==> config.mk <==
export PLATFORM = sky130hd
export DESIGN_NAME = x86_exec_unit
export DESIGN_NICKNAME = d
export VERILOG_FILES = /design/src/rtl/x86_pkg.sv /design/src/rtl/x86_alu8.sv /design/src/rtl/x86_exec_unit.sv
export SDC_FILE = /design/constraint.sdc
export NUM_CORES = 1
export LEC_CHECK = 0
export CAP_MARGIN = 20
export CORE_MARGIN = 2
export CORE_UTILIZATION = 58
export CTS_CLUSTER_DIAMETER = 60
export DETAILED_ROUTE_END_ITERATION = 7
export GPL_ROUTABILITY_DRIVEN = 0
export GPL_TIMING_DRIVEN = 0
export PLACE_DENSITY = 0.83
export SKIP_LAST_GASP = 1
export SLEW_MARGIN = 20
export SYNTH_ARGS = -nofsm -noshare
export SYNTH_HDL_FRONTEND = slang
export SYNTH_SLANG_ARGS = --single-unit
==> constraint.sdc <==
create_clock -name clk -period 3.63 [get_ports clk]
set_input_delay 0.5445 -clock clk [delete_from_list [all_inputs] [get_ports clk]]
set_output_delay 0.5445 -clock clk [all_outputs]
set_load 0.03 [all_outputs]
==> src/rtl/x86_pkg.sv <==
// Shared types and constants for the 8-bit x86-style execution unit.
package x86_pkg;

  localparam int unsigned DATA_W    = 8;
  localparam int unsigned REG_W     = 2;
  localparam int unsigned OP_W      = 3;
  localparam int unsigned FLAG_W    = 4;
  localparam int unsigned MUL_CNT_W = 3;
  localparam int unsigned PROD_W    = 2 * DATA_W;

  typedef enum logic [OP_W-1:0] {
    OP_NOP = 3'd0,
    OP_MOV = 3'd1,
    OP_ADD = 3'd2,
    OP_SUB = 3'd3,
    OP_AND = 3'd4,
    OP_OR  = 3'd5,
    OP_XOR = 3'd6,
    OP_MUL = 3'd7
  } opcode_e;

  typedef enum logic [2:0] {
    S_IDLE = 3'd0,
    S_READ = 3'd1,
    S_EXEC = 3'd2,
    S_MUL  = 3'd3,
    S_WB   = 3'd4
  } state_e;

  localparam logic [REG_W-1:0] REG_AX = 2'd0;
  localparam logic [REG_W-1:0] REG_BX = 2'd1;
  localparam logic [REG_W-1:0] REG_CX = 2'd2;
  localparam logic [REG_W-1:0] REG_DX = 2'd3;

  // Bit positions inside the {Z,S,C,O} flag vector.
  localparam int unsigned FLAG_Z = 3;
  localparam int unsigned FLAG_S = 2;
  localparam int unsigned FLAG_C = 1;
  localparam int unsigned FLAG_O = 0;

  typedef struct packed {
    opcode_e           op;
    logic [REG_W-1:0]  dst;
    logic [REG_W-1:0]  src;
    logic              imm_sel;
    logic [DATA_W-1:0] imm;
  } instr_t;

  // One-hot {cx,bx,ax} write enable; DX is read-only.
  function automatic logic [2:0] dst_we(input logic [REG_W-1:0] dst);
    logic [2:0] we;
    we = 3'b000;
    case (dst)
      REG_AX:  we = 3'b001;
      REG_BX:  we = 3'b010;
      REG_CX:  we = 3'b100;
      default: we = 3'b000;
    endcase
    return we;
  endfunction

endpackage

==> src/rtl/x86_alu8.sv <==
// Single-cycle 8-bit ALU: MOV/ADD/SUB/AND/OR/XOR with {Z,S,C,O} flags.
module x86_alu8
  import x86_pkg::*;
(
  input  logic [OP_W-1:0]   op,
  input  logic [DATA_W-1:0] a,
  input  logic [DATA_W-1:0] b,
  output logic [DATA_W-1:0] res,
  output logic [FLAG_W-1:0] flags
);

  logic [DATA_W:0] r9;
  logic            ovf;

  always_comb begin
    r9  = '0;
    ovf = 1'b0;
    case (opcode_e'(op))
      OP_MOV: r9 = {1'b0, b};
      OP_ADD: begin
        r9  = {1'b0, a} + {1'b0, b};
        ovf = (a[DATA_W-1] == b[DATA_W-1]) && (r9[DATA_W-1] != a[DATA_W-1]);
      end
      // Bit 8 of the 9-bit difference is the borrow.
      OP_SUB: begin
        r9  = {1'b0, a} - {1'b0, b};
        ovf = (a[DATA_W-1] != b[DATA_W-1]) && (r9[DATA_W-1] != a[DATA_W-1]);
      end
      OP_AND:  r9 = {1'b0, a & b};
      OP_OR:   r9 = {1'b0, a | b};
      OP_XOR:  r9 = {1'b0, a ^ b};
      default: r9 = '0;
    endcase
  end

  always_comb begin
    flags         = '0;
    flags[FLAG_Z] = (r9[DATA_W-1:0] == '0);
    flags[FLAG_S] = r9[DATA_W-1];
    flags[FLAG_C] = r9[DATA_W];
    flags[FLAG_O] = ovf;
  end

  assign res = r9[DATA_W-1:0];

endmodule

==> src/rtl/x86_exec_unit.sv <==
// Multi-cycle execution unit: latch instruction, read operands, execute
// (ALU or 8-step shift-add MUL), then write back for one cycle.
module x86_exec_unit
  import x86_pkg::*;
#(
  parameter bit ENABLE_MUL = 1'b1
) (
  input  logic              clk,
  input  logic              rst,
  input  logic              instr_valid,
  output logic              instr_ready,
  input  logic [OP_W-1:0]   opcode,
  input  logic [REG_W-1:0]  dst,
  input  logic [REG_W-1:0]  src,
  input  logic              imm_sel,
  input  logic [DATA_W-1:0] imm,
  output logic [2:0]        rd_addr1,
  output logic [2:0]        rd_addr2,
  input  logic [DATA_W-1:0] rd_data1,
  input  logic [DATA_W-1:0] rd_data2,
  output logic [DATA_W-1:0] wr_data,
  output logic              we_ax,
  output logic              we_bx,
  output logic              we_cx,
  output logic [FLAG_W-1:0] flags,
  output logic              busy
);

  state_e                 state_q, state_n;
  instr_t                 ins_q, ins_n;
  logic [DATA_W-1:0]      a_q, a_n, b_q, b_n;
  logic [PROD_W-1:0]      mcand_q, mcand_n, acc_q, acc_n;
  logic [DATA_W-1:0]      mplier_q, mplier_n;
  logic [MUL_CNT_W-1:0]   cnt_q, cnt_n;
  logic [DATA_W-1:0]      wr_data_n;
  logic [2:0]             we_n;
  logic [FLAG_W-1:0]      flags_n;
  logic                   ready_n, busy_n;

  logic [DATA_W-1:0]      alu_res;
  logic [FLAG_W-1:0]      alu_flags;
  logic [PROD_W-1:0]      prod;
  logic                   wb_go;
  logic [DATA_W-1:0]      wb_val;
  logic [FLAG_W-1:0]      wb_flags;
  opcode_e                op_in;

  x86_alu8 u_alu (
    .op    (ins_q.op),
    .a     (a_q),
    .b     (b_q),
    .res   (alu_res),
    .flags (alu_flags)
  );

  assign rd_addr1 = {1'b0, ins_q.dst};
  assign rd_addr2 = {1'b0, ins_q.src};

  // With the multiplier disabled, MUL is downgraded to NOP at accept time.
  assign op_in = (opcode_e'(opcode) == OP_MUL && !ENABLE_MUL) ? OP_NOP : opcode_e'(opcode);

  always_comb begin
    state_n   = state_q;
    ins_n     = ins_q;
    a_n       = a_q;
    b_n       = b_q;
    mcand_n   = mcand_q;
    mplier_n  = mplier_q;
    acc_n     = acc_q;
    cnt_n     = cnt_q;
    flags_n   = flags;
    wr_data_n = '0;
    we_n      = 3'b000;
    wb_go     = 1'b0;
    wb_val    = '0;
    wb_flags  = '0;
    prod      = acc_q + (mplier_q[0] ? mcand_q : '0);

    case (state_q)
      S_IDLE: begin
        if (instr_valid && instr_ready) begin
          ins_n.op      = op_in;
          ins_n.dst     = dst;
          ins_n.src     = src;
          ins_n.imm_sel = imm_sel;
          ins_n.imm     = imm;
          state_n       = S_READ;
        end
      end
      S_READ: begin
        a_n     = rd_data1;
        b_n     = ins_q.imm_sel ? ins_q.imm : rd_data2;
        state_n = S_EXEC;
      end
      S_EXEC: begin
        if (ins_q.op == OP_MUL) begin
          mcand_n  = PROD_W'(a_q);
          mplier_n = b_q;
          acc_n    = '0;
          cnt_n    = '0;
          state_n  = S_MUL;
        end else begin
          wb_go    = 1'b1;
          wb_val   = alu_res;
          wb_flags = alu_flags;
          state_n  = S_WB;
        end
      end
      // One multiplier bit per cycle; the 8th step feeds write-back directly.
      S_MUL: begin
        acc_n    = prod;
        mcand_n  = mcand_q << 1;
        mplier_n = mplier_q >> 1;
        cnt_n    = cnt_q + MUL_CNT_W'(1);
        if (cnt_q == MUL_CNT_W'(7)) begin
          wb_go            = 1'b1;
          wb_val           = prod[DATA_W-1:0];
          wb_flags[FLAG_Z] = (prod[DATA_W-1:0] == '0);
          wb_flags[FLAG_S] = prod[DATA_W-1];
          wb_flags[FLAG_C] = |prod[PROD_W-1:DATA_W];
          wb_flags[FLAG_O] = |prod[PROD_W-1:DATA_W];
          state_n          = S_WB;
        end
      end
      S_WB:    state_n = S_IDLE;
      default: state_n = S_IDLE;
    endcase

    if (wb_go) begin
      wr_data_n = wb_val;
      if (ins_q.op != OP_NOP) begin
        flags_n = wb_flags;
        we_n    = dst_we(ins_q.dst);
      end
    end

    ready_n = (state_n == S_IDLE);
    busy_n  = (state_n != S_IDLE);
  end

  always_ff @(posedge clk) begin
    if (rst) begin
      state_q     <= S_IDLE;
      ins_q       <= '0;
      a_q         <= '0;
      b_q         <= '0;
      mcand_q     <= '0;
      mplier_q    <= '0;
      acc_q       <= '0;
      cnt_q       <= '0;
      wr_data     <= '0;
      we_ax       <= 1'b0;
      we_bx       <= 1'b0;
      we_cx       <= 1'b0;
      flags       <= '0;
      instr_ready <= 1'b1;
      busy        <= 1'b0;
    end else begin
      state_q     <= state_n;
      ins_q       <= ins_n;
      a_q         <= a_n;
      b_q         <= b_n;
      mcand_q     <= mcand_n;
      mplier_q    <= mplier_n;
      acc_q       <= acc_n;
      cnt_q       <= cnt_n;
      wr_data     <= wr_data_n;
      we_ax       <= we_n[0];
      we_bx       <= we_n[1];
      we_cx       <= we_n[2];
      flags       <= flags_n;
      instr_ready <= ready_n;
      busy        <= busy_n;
    end
  end

endmodule

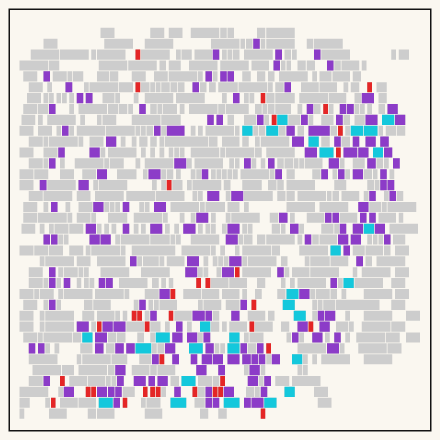
Fig. 1. Gate-type map (run 1).
(4 px per um)
| colour | family | cells |
|---|---|---|
| purple | aoi and oai cells | 181 |
| cyan | non-inverting ao/oa cells | 29 |
| red | inv cells | 36 |

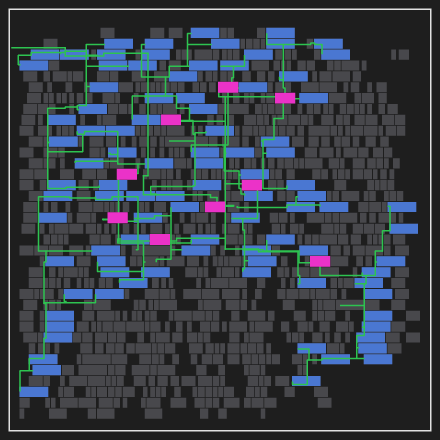
Fig. 2. Clock wires, drivers and flops (run 1).
(4 px per um)
[blue] flip-flops | count: 95
[green] clock wires | length: 1060 um
[magenta] clock-net drivers | count: 9
flops lie: widely spread

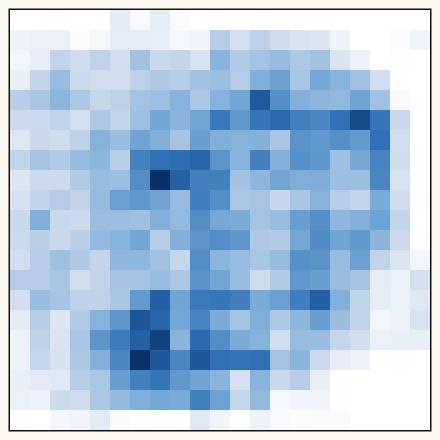
Fig. 3. Wiring heat map (run 1).
(4 px per um) 21 x 21 tiles, from white (low) to dark blue (high), scaled to the fullest tile. Values are wire area over tile area, all layers added.
emptiest ninth of the die: south-east
nearly empty tiles: 13%
mean over tiles: 0.26
fullest tile: 0.78
tiles over half the peak: 24%

==> run 1: cells in the final DEF (no fill, tap or decap), types with 36 or more instances in the layout <==
master and instances:
sky130_fd_sc_hd__clkdlybuf4s50_1 55, sky130_fd_sc_hd__a21oi_1 81, sky130_fd_sc_hd__nor2_1 70, sky130_fd_sc_hd__clkbuf_1 39, sky130_fd_sc_hd__inv_1 36, sky130_fd_sc_hd__nand3_1 42
sky130_fd_sc_hd__dfxtp_1 95, sky130_fd_sc_hd__nand2_1 130, sky130_fd_sc_hd__ha_1 41
==> run 1: report_power, final <==
group | internal, uW | switching [uW] | leakage [uW] | total, uW
combinational | 181 | 270 | 0.00168 | 452
clock | 475 | 412 | 0.000131 | 888
sequential | 1080 | 42.7 | 0.000770 | 1120
==> run 1: worst max-delay path: stages (launching register included) <==
cell,delay (ns)
sky130_fd_sc_hd__dfxtp_1,0.40
sky130_fd_sc_hd__clkbuf_1,0.23
sky130_fd_sc_hd__and2_1,0.23
sky130_fd_sc_hd__fa_1,0.48
sky130_fd_sc_hd__a211oi_1,0.33
sky130_fd_sc_hd__o21ai_1,0.19
sky130_fd_sc_hd__a31oi_1,0.40
sky130_fd_sc_hd__nand3_1,0.14
sky130_fd_sc_hd__a2111oi_2,0.39
sky130_fd_sc_hd__a31oi_1,0.25
sky130_fd_sc_hd__o21a_1,0.23
==> run 1: kinds of logic (layout without fill, tap and decap cells) <==
family / after synthesis / in the layout / share of synthesized area (%)
adder cells (fa/ha/maj): 44 / 44 / 9.69
XOR/XNOR: 13 / 13 / 1.92
buffers and inverters: 89 / 160 / 6.13
multiplexers: 14 / 14 / 2.39
other: 1 / 2 / 0.0634
AND/OR/NAND/NOR: 313 / 313 / 24.1
AND-OR/OR-AND: 210 / 210 / 23.6
flip-flops: 95 / 95 / 32.1
==> flow_summary.rst, run 1 <==
Physical design figures
=======================

.. list-table::
   :header-rows: 1

   * - Metric
     - Value
   * - LEAKAGE
     - 0.00258 uW
   * - Share of final layout cell area taken by non-clock buffers
     - 11.3%
   * - Clock network contribution to total cell area
     - 3.79%
   * - Overall track demand over capacity in global routing
     - 31.1%
   * - Final Instance Area
     - 0.00690 mm2
   * - WL met3
     - 1380 um
   * - Arrival time at the worst endpoint
     - 3.64 ns
   * - Total Power Consumption
     - 2460 uW
   * - Hpwl dp
     - 13100 um
   * - Violation count after the first detailed-routing iteration
     - 544
   * - Total setup buffers inserted after CTS
     - 0
   * - Avg Synthesized Cell Area
     - 7.59 um2
   * - Count of standard-cell rows
     - 36
   * - Run status
     - complete, no violations
   * - Origin of the worst setup path
     - mplier_q[0]
   * - Antenna violations before repair
     - 0
   * - Most Used Layer, Global Route
     - met2
   * - # nets final
     - 925
   * - Global-route met3 utilization
     - 6.18%
   * - Crit Path Class
     - reg2reg
   * - Horizontal extent of the die
     - 105 um
   * - Clock-pin transition on the worst setup and hold timing paths
     - 0.10 ns
   * - Final antenna-violating net count
     - 0
   * - Beginning of the worst hold path
     - ins_q[6]
   * - GR Layer Usage met2
     - 53.1%
   * - Die Footprint
     - 0.0110 mm2
   * - Registers with the most flip-flops
     - acc_q (16), mcand_q (16), ins_q (12)
   * - Pin count of the biggest net entering global routing
     - 19
   * - # Max-Cap Violations
     - 0
   * - Flip-flop and latch count
     - 95
   * - Most area-hungry cell class in the final design
     - combinational gates
   * - Port-buffer cells
     - 55
   * - Post-synth top area share
     - 32.1%
   * - Worst-case reg-to-reg path depth
     - 10
   * - Most used DFF post-synth
     - sky130_fd_sc_hd__dfxtp_1
   * - Area taken by multi-input logic gates
     - 0.00366 mm2
   * - Setup repair after global routing missed its margin
     - false
   * - Synthesized cell area
     - 0.00592 mm2
   * - Routed wire length
     - 17000 um
   * - GR Util met1
     - 38.3%
   * - Well tap count
     - 133
   * - Register-to-register setup slack
     - 0.27 ns
   * - Min-Delay Endpoint
     - ins_q[6]
   * - Number of remaining DRC errors
     - 0
   * - Routed vias/inst
     - 6.14
   * - Number of non-clock inverters
     - 36
   * - Core region area
     - 0.00982 mm2
   * - Post-synth top cells
     - sky130_fd_sc_hd__nand2_1 (130), sky130_fd_sc_hd__dfxtp_1 (95), sky130_fd_sc_hd__a21oi_1 (81), sky130_fd_sc_hd__nor2_1 (70), sky130_fd_sc_hd__nand3_1 (42)
   * - Largest fanout on the critical path
     - 10
   * - Register cell area after layout
     - 0.00190 mm2
   * - Final core utilization
     - 70.3%
   * - Number of cells in Yosys stat
     - 779
   * - Post-synthesis to final-layout area growth
     - 16.7%
   * - Placement-stage cell area
     - 0.00664 mm2
   * - Maximum level of the CTS H-tree
     - 3
   * - Max Slew Vio Count
     - 0
   * - Met1 Routed Length
     - 6960 um
   * - Post-synth EDFFs
     - 0
   * - Startpoint of the worst register-to-register path
     - mplier_q[0]
   * - Total overflow reported by the global router
     - 0
   * - Total of warnings raised by yosys
     - 0
   * - Most instantiated library cell after synthesis
     - sky130_fd_sc_hd__nand2_1
   * - F_max
     - 297 MHz
   * - Unique cell types
     - 65
   * - Clock root buffer
     - sky130_fd_sc_hd__clkbuf_8
   * - Initial Util
     - 60.2%
   * - Layout Cells excl Fill
     - 984
   * - Wire length per cell
     - 17.2 um
   * - Placed cell count
     - 968
   * - Final setup viols
     - 0
==> run 2, diff against run 1 <==
Settings changed: PLACE_DENSITY 0.83 to unset, PLACE_DENSITY_LB_ADDON set to 0.25.
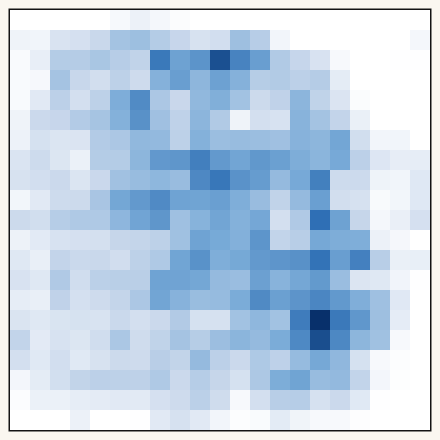
Fig. 4. Wiring heat map (run 2).
(4 px per um) 21 x 21 tiles, from white (low) to dark blue (high), scaled to the fullest tile. Values are wire area over tile area, all layers added.
mean over tiles: 0.26
fullest tile: 0.96
nearly empty tiles: 14%
densest ninth of the die: centre
emptiest ninth of the die: north-east
tiles over half the peak: 16%

==> run 2 against run 1 <==
Utilization shrank 0.56 points; largest cell class unchanged; highest routed layer unchanged; critical endpoint unchanged; via count rose by 0.41%; total power decreased by 6.4%; combinational power is essentially flat; sequential power about the same; first-iteration DRC count is 12% higher.
==> flow_summary.rst, run 2 <==
Physical design figures
=======================

.. list-table::
   :header-rows: 1

   * - Metric
     - Value
   * - Cells on Worst Hold Path
     - 2
   * - Setup repair after global routing missed its margin
     - false
   * - Total setup buffers inserted after CTS
     - 0
   * - Worst-case headroom to the max-slew limit
     - 33.7%
   * - Synthesized cell area
     - 0.00592 mm2
   * - Crit Path Class
     - reg2reg
   * - Max Slew Vio Count
     - 0
   * - Routed vias/inst
     - 6.17
   * - Post-synth top area share
     - 32.1%
   * - Hold Fails Final Rpt
     - 0
   * - TritonCTS clock tree
     - yes
   * - Gate Count Post-Synth
     - 779
   * - Dominant cells by area after synthesis
     - sky130_fd_sc_hd__dfxtp_1 (32%), sky130_fd_sc_hd__ha_1 (8.7%), sky130_fd_sc_hd__nand2_1 (8.2%)
   * - Overall track demand over capacity in global routing
     - 30.6%
   * - Hpwl dp
     - 12900 um
   * - Worst hold slack
     - 0.459 ns
   * - Post-layout minimum cycle time
     - 3.46 ns
   * - Routed wire length
     - 16900 um
   * - Most used DFF post-synth
     - sky130_fd_sc_hd__dfxtp_1
   * - Total overflow reported by the global router
     - 0
   * - Run status
     - complete, no violations
   * - Number of diodes
     - 0
   * - Initial Util
     - 60.2%
   * - Arrival time at the worst endpoint
     - 3.77 ns
   * - Number of buffer and inverter stages on the critical path
     - 1
   * - F_max
     - 289 MHz
   * - Count of standard-cell rows
     - 36
   * - Layout Cells excl Fill
     - 984
   * - CP max-delay cell
     - sky130_fd_sc_hd__dfxtp_1
   * - Cell mode on critical path
     - sky130_fd_sc_hd__o21a_1
   * - Avg Synthesized Cell Area
     - 7.59 um2
   * - Final antenna-violating net count
     - 0
   * - Most instantiated library cell after synthesis
     - sky130_fd_sc_hd__nand2_1
   * - Clock root buffer
     - sky130_fd_sc_hd__clkbuf_8
   * - Minimum setup slack in the final design
     - 0.169 ns
   * - Post-synth EDFFs
     - 0
   * - Placed cell count
     - 968
   * - Core region area
     - 0.00982 mm2
   * - Number of buffers inserted by hold repair at cts
     - 0
   * - Largest vdd supply drop
     - 0.244 mV
   * - Placement-stage cell area
     - 0.00664 mm2
   * - Post-synthesis to final-layout area growth
     - 15.8%
   * - Port-buffer cells
     - 55
   * - Dominant logic cell type in the layout
     - sky130_fd_sc_hd__nand2_1
   * - Total Power Consumption
     - 2300 uW
   * - Wire length per cell
     - 17.2 um
   * - Last element of the critical path
     - flags[0]
   * - Register-to-register setup slack
     - 0.17 ns
   * - Detailed-router iteration count before antenna repair
     - 6
   * - Final core utilization
     - 69.7%
   * - Clock-pin transition on the worst setup and hold timing paths
     - 0.10 ns
   * - Origin of the worst setup path
     - mplier_q[0]
   * - Number of remaining DRC errors
     - 0
   * - Violation count after the first detailed-routing iteration
     - 611
   * - Number of cells upsized or downsized after cts
     - 0
   * - Worst Hold Class
     - reg2reg
   * - Number of cells in Yosys stat
     - 779
   * - CP endpoint kind
     - flop
   * - Worst-case reg-to-reg path depth
     - 10
   * - Worst Clk Skew
     - 0.0164 ns
   * - Antenna violations before repair
     - 0
   * - Chain of cells forming the critical path
     - clkbuf_1, and2_1, ha_1, o21ai_0, o21a_1, or4_1, a211oi_1, a21oi_1, a31oi_1, o21a_1
   * - Horizontal extent of the die
     - 105 um
   * - Die Footprint
     - 0.0110 mm2
   * - Final Instance Area
     - 0.00685 mm2
   * - # nets final
     - 925
   * - Most instantiated logic cells after routing
     - sky130_fd_sc_hd__nand2_1 (130), sky130_fd_sc_hd__dfxtp_1 (95), sky130_fd_sc_hd__a21oi_1 (81)
   * - Sequential cell area fraction in the yosys report
     - 32.1%
   * - Total of warnings raised by yosys
     - 0
   * - Maximum level of the CTS H-tree
     - 3
   * - Pin count of the biggest net entering global routing
     - 17
   * - # Max-Cap Violations
     - 0
   * - Unique cell types
     - 65
   * - Register bit count reported by yosys
     - 95
   * - Largest fanout on the critical path
     - 10
   * - Registers with the most flip-flops
     - acc_q (16), mcand_q (16), ins_q (12)
   * - Startpoint of the worst register-to-register path
     - mplier_q[0]
   * - Final setup viols
     - 0
   * - Slowest stage delay, CP
     - 0.54 ns
   * - Post-synth top cells
     - sky130_fd_sc_hd__nand2_1 (130), sky130_fd_sc_hd__dfxtp_1 (95), sky130_fd_sc_hd__a21oi_1 (81), sky130_fd_sc_hd__nor2_1 (70), sky130_fd_sc_hd__nand3_1 (42)
   * - Number of logic stages on the critical path including buffering
     - 10
   * - LEAKAGE
     - 0.00255 uW
   * - Kind of cell adding the most delay to the critical path
     - AND-OR/OR-AND gates
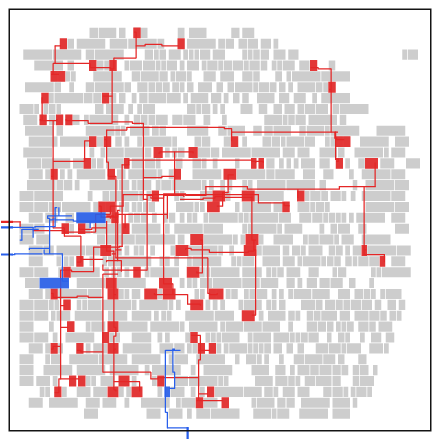
Fig. 5. I/O nets highlighted (run 2).
(4 px per um)
| colour | port | bits | direction | edge | end cells | buffers | wire |
|---|---|---|---|---|---|---|---|
| red | rst | 1 | input | west | 84 | 10 | 1070 um |
| blue | rd_addr1 | 3 | output | 2 west, 1 south | 3 | 5 | 128 um |

[run 2: how the worst min path moves through the flow]
stage          startpoint  endpoint  slack [ns]
6_report         ins_q[5]  ins_q[5]        0.46
5_1_grt          ins_q[5]  ins_q[5]        0.48
4_1_cts          ins_q[0]  ins_q[0]        0.46
3_5_place_dp     ins_q[0]  ins_q[0]        0.45
3_3_place_gp     ins_q[0]  ins_q[0]        0.44
2_1_floorplan    ins_q[0]  ins_q[0]        0.44
[run 2: kinds of logic (layout without fill, tap and decap cells)]
logic type | count (synthesis) | count (layout) | share of synthesized area [%]
xor gates and xnor gates | 13 | 13 | 1.92
DFF | 95 | 95 | 32.1
buffers and inverters | 89 | 160 | 6.13
muxes | 14 | 14 | 2.39
adders and majority gates | 44 | 44 | 9.69
and+or+nand+nor | 313 | 313 | 24.1
AOI/OAI and AO/OA | 210 | 210 | 23.6
other | 1 | 2 | 0.0634
[run 2: metal layers]
metal	vias up	routed length (um)	global-route usage, %
li1	2871	-	-
met1	2806	7200	40.9
met2	340	7530	49.6
met3	53	1680	5.36
met4	0	517	11.0
met5	-	0	0
[run 2: final cells by class]
class,count,area (um2)
Tap cell,133,166
Clock inverter,5,63.8
Fill cell,823,2970
Timing Repair Buffer,55,551
Sequential cell,95,1900
Buffer,53,228
Inverter,36,135
Clock buffer,11,141
Multi-Input combinational cell,596,3660
[run 2: report_power, final]
group / switching (uW) / internal (uW) / leakage, uW
Sequential: 42.5 / 1080 / 0.000770
Clock: 387 / 344 / 0.000101
Combinational: 270 / 181 / 0.00168
Total: 700 / 1610 / 0.00255
[run 2: tightest hold or removal path: cells and delay by family, from the launching register on]
family | cells | cell delay, ns
simple gates | 1 | 0.05
compound gates | 1 | 0.05
flops | 1 | 0.32
==> run 3, diff against run 2 <==
Settings changed: CORE_ASPECT_RATIO set to 0.9.
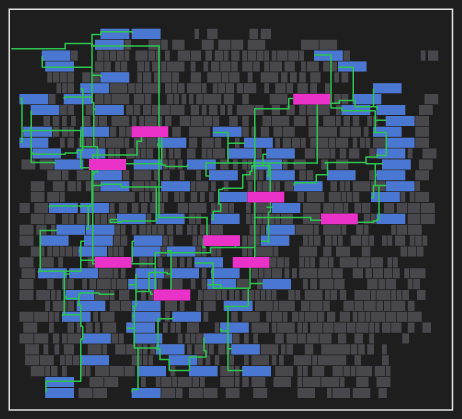
Fig. 6. Clock wires, drivers and flops (run 3).
(4 px per um)
Worst Clk Skew: 0.0101 ns
total clock network power: 969 uW
Clk network pwr share: 38.1%

==> run 3 against run 2 <==
Global-route usage increased by 0.53 points; first-iteration DRC count increased by 14%; sequential share of layout area decreased by 0.33 points; critical path type unchanged; largest power group unchanged.
==> flow_summary.rst, run 3 <==
Physical design figures
=======================

.. list-table::
   :header-rows: 1

   * - Metric
     - Value
   * - Overall track demand over capacity in global routing
     - 31.1%
   * - Global-route met3 utilization
     - 5.86%
   * - Layout Cells excl Fill
     - 977
   * - Arrival time at the worst endpoint
     - 3.62 ns
   * - Number of buffer and inverter stages on the critical path
     - 1
   * - Most used DFF post-synth
     - sky130_fd_sc_hd__dfxtp_1
   * - Clock-pin transition on the worst setup and hold timing paths
     - 0.07 ns
   * - Area taken by multi-input logic gates
     - 0.00366 mm2
   * - Number of buffers inserted by hold repair at cts
     - 0
   * - Synthesized cell area
     - 0.00592 mm2
   * - Post-layout minimum cycle time
     - 3.38 ns
   * - Detailed-router iteration count before antenna repair
     - 6
   * - Routed vias/inst
     - 6.28
   * - Gate Count Post-Synth
     - 779
   * - Number of cells in Yosys stat
     - 779
   * - Post-synthesis to final-layout area growth
     - 17.1%
   * - Number of cells upsized or downsized after cts
     - 0
   * - Setup repair after global routing missed its margin
     - false
   * - GR Layer Usage met2
     - 51.3%
   * - Sequential cell fraction of total power
     - 44.1%
   * - LEAKAGE
     - 0.00260 uW
   * - Count of standard-cell rows
     - 34
   * - GR Util met1
     - 41.9%
   * - Unique cell types
     - 65
   * - Chain of cells forming the critical path
     - clkbuf_1, and2_1, fa_1, a211oi_1, o21ai_1, a31oi_1, nand3_1, a2111oi_2, a31oi_1, o21a_1
   * - Register cell area after layout
     - 0.00190 mm2
   * - Die Footprint
     - 0.0110 mm2
   * - Total setup buffers inserted after CTS
     - 0
   * - Fillers
     - 793
   * - Avg Synthesized Cell Area
     - 7.59 um2
   * - Hold Fails Final Rpt
     - 0
   * - TritonCTS clock tree
     - yes
   * - Power dissipated by switching net loads
     - 740 uW
   * - Switch share
     - 29.1%
   * - Crit Path Class
     - reg2reg
   * - Total overflow reported by the global router
     - 0
   * - Most instantiated logic cells after routing
     - sky130_fd_sc_hd__nand2_1 (130), sky130_fd_sc_hd__dfxtp_1 (95), sky130_fd_sc_hd__a21oi_1 (81)
   * - Sequential cell area fraction in the yosys report
     - 32.1%
   * - Antenna violations before repair
     - 0
   * - Post-synth top cells
     - sky130_fd_sc_hd__nand2_1 (130), sky130_fd_sc_hd__dfxtp_1 (95), sky130_fd_sc_hd__a21oi_1 (81), sky130_fd_sc_hd__nor2_1 (70), sky130_fd_sc_hd__nand3_1 (42)
   * - Violation count after the first detailed-routing iteration
     - 698
   * - Pin count of the biggest net entering global routing
     - 17
   * - Total of warnings raised by yosys
     - 0
   * - Initial Util
     - 60.5%
   * - Dominant cells by area after synthesis
     - sky130_fd_sc_hd__dfxtp_1 (32%), sky130_fd_sc_hd__ha_1 (8.7%), sky130_fd_sc_hd__nand2_1 (8.2%)
   * - Clock Latency Late Sink
     - 0.35 ns
   * - Run status
     - complete, no violations
   * - Register bit count reported by yosys
     - 95
   * - Worst hold slack
     - 0.457 ns
   * - Clock root buffer
     - sky130_fd_sc_hd__clkbuf_16
   * - Hpwl dp
     - 12900 um
   * - Post-synth EDFFs
     - 0
   * - Number of diodes
     - 0
   * - Horizontal extent of the die
     - 110 um
   * - CP endpoint kind
     - flop
   * - Wire length per cell
     - 17.6 um
   * - Worst-case headroom to the max-slew limit
     - 38.0%
   * - Pint
     - 1810 uW
   * - # nets final
     - 925
   * - Largest fanout on the critical path
     - 10
   * - Kind of cell adding the most delay to the critical path
     - AND-OR/OR-AND gates
   * - Most instantiated library cell after synthesis
     - sky130_fd_sc_hd__nand2_1
   * - Final setup viols
     - 0
   * - Post-synth top area share
     - 32.1%
   * - Total Power Consumption
     - 2550 uW
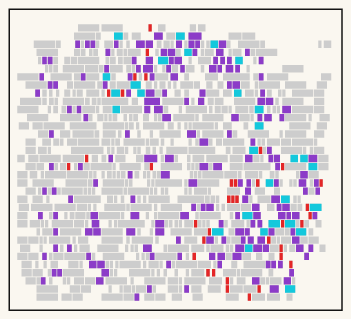
Fig. 7. Gate-type map (run 3).
(3 px per um)
| colour | family | cells |
|---|---|---|
| cyan | non-inverting ao/oa cells | 29 |
| red | inv cells | 36 |
| purple | aoi and oai cells | 181 |

==> run 3: netlist changes by cell type in the layout (fill, tap and decap cells not counted), sizes merged <==
| cell | before | now |
|---|---|---|
| inv | 38 | 39 |
| clkinvlp | 1 | 0 |
==> run 3: stage by stage <==
stage / area (um2) / setup slack, ns
after floorplan: 5920 / 0.929
after global placement: 6630 / 0.369
after detailed placement: 6630 / 0.343
after CTS: 6920 / 0.304
after global routing: 6930 / 0.0436
final: 6930 / 0.254
==> run 3: cell families after synthesis <==
logic type               synth area share, %
flip-flops                              32.1
multiplexers                            2.39
AND-OR/OR-AND                           23.6
other                                 0.0634
adder cells (fa/ha/maj)                 9.69
XOR/XNOR                                1.92
AND/OR/NAND/NOR                         24.1
buffers and inverters                   6.13
==> run 3: worst paths after layout <==
path	startpoint	to	depth (start not counted)
worst min register to register	ins_q[3]	ins_q[3]	2
worst max-delay path	mplier_q[0]	flags[0]	10
worst min-delay path	ins_q[3]	ins_q[3]	2
worst max register to register	mplier_q[0]	flags[0]	10
==> run 3: area by class of cell <==
| type | count | area share [%] |
|---|---|---|
| Sequential cell | 95 | 27.4 |
| Timing Repair Buffer | 55 | 7.95 |
| Buffer | 53 | 3.29 |
| Clock buffer | 11 | 3.36 |
| Tap cell | 126 | 2.28 |
| Multi-Input combinational cell | 596 | 52.8 |
| Inverter | 36 | 1.95 |
| Clock inverter | 5 | 0.921 |
==> run 3: layer usage <==
layer / up-vias / share of wire (%)
met2: 374 / 45
met3: 59 / 11
met4: 0 / 2.6
met5: - / 0
li1: 2874 / -
met1: 2829 / 41
==> run 3: power by group through the flow <==
stage,sequential (uW),combinational [uW],clock (uW)
final,1120,454,969
after global routing,1130,495,1000
after CTS,1120,445,964
after detailed placement,1140,441,0
after global placement,1140,425,0
after floorplan,1140,294,0
No activity file was given, so power comes from the tool's default toggle rates.
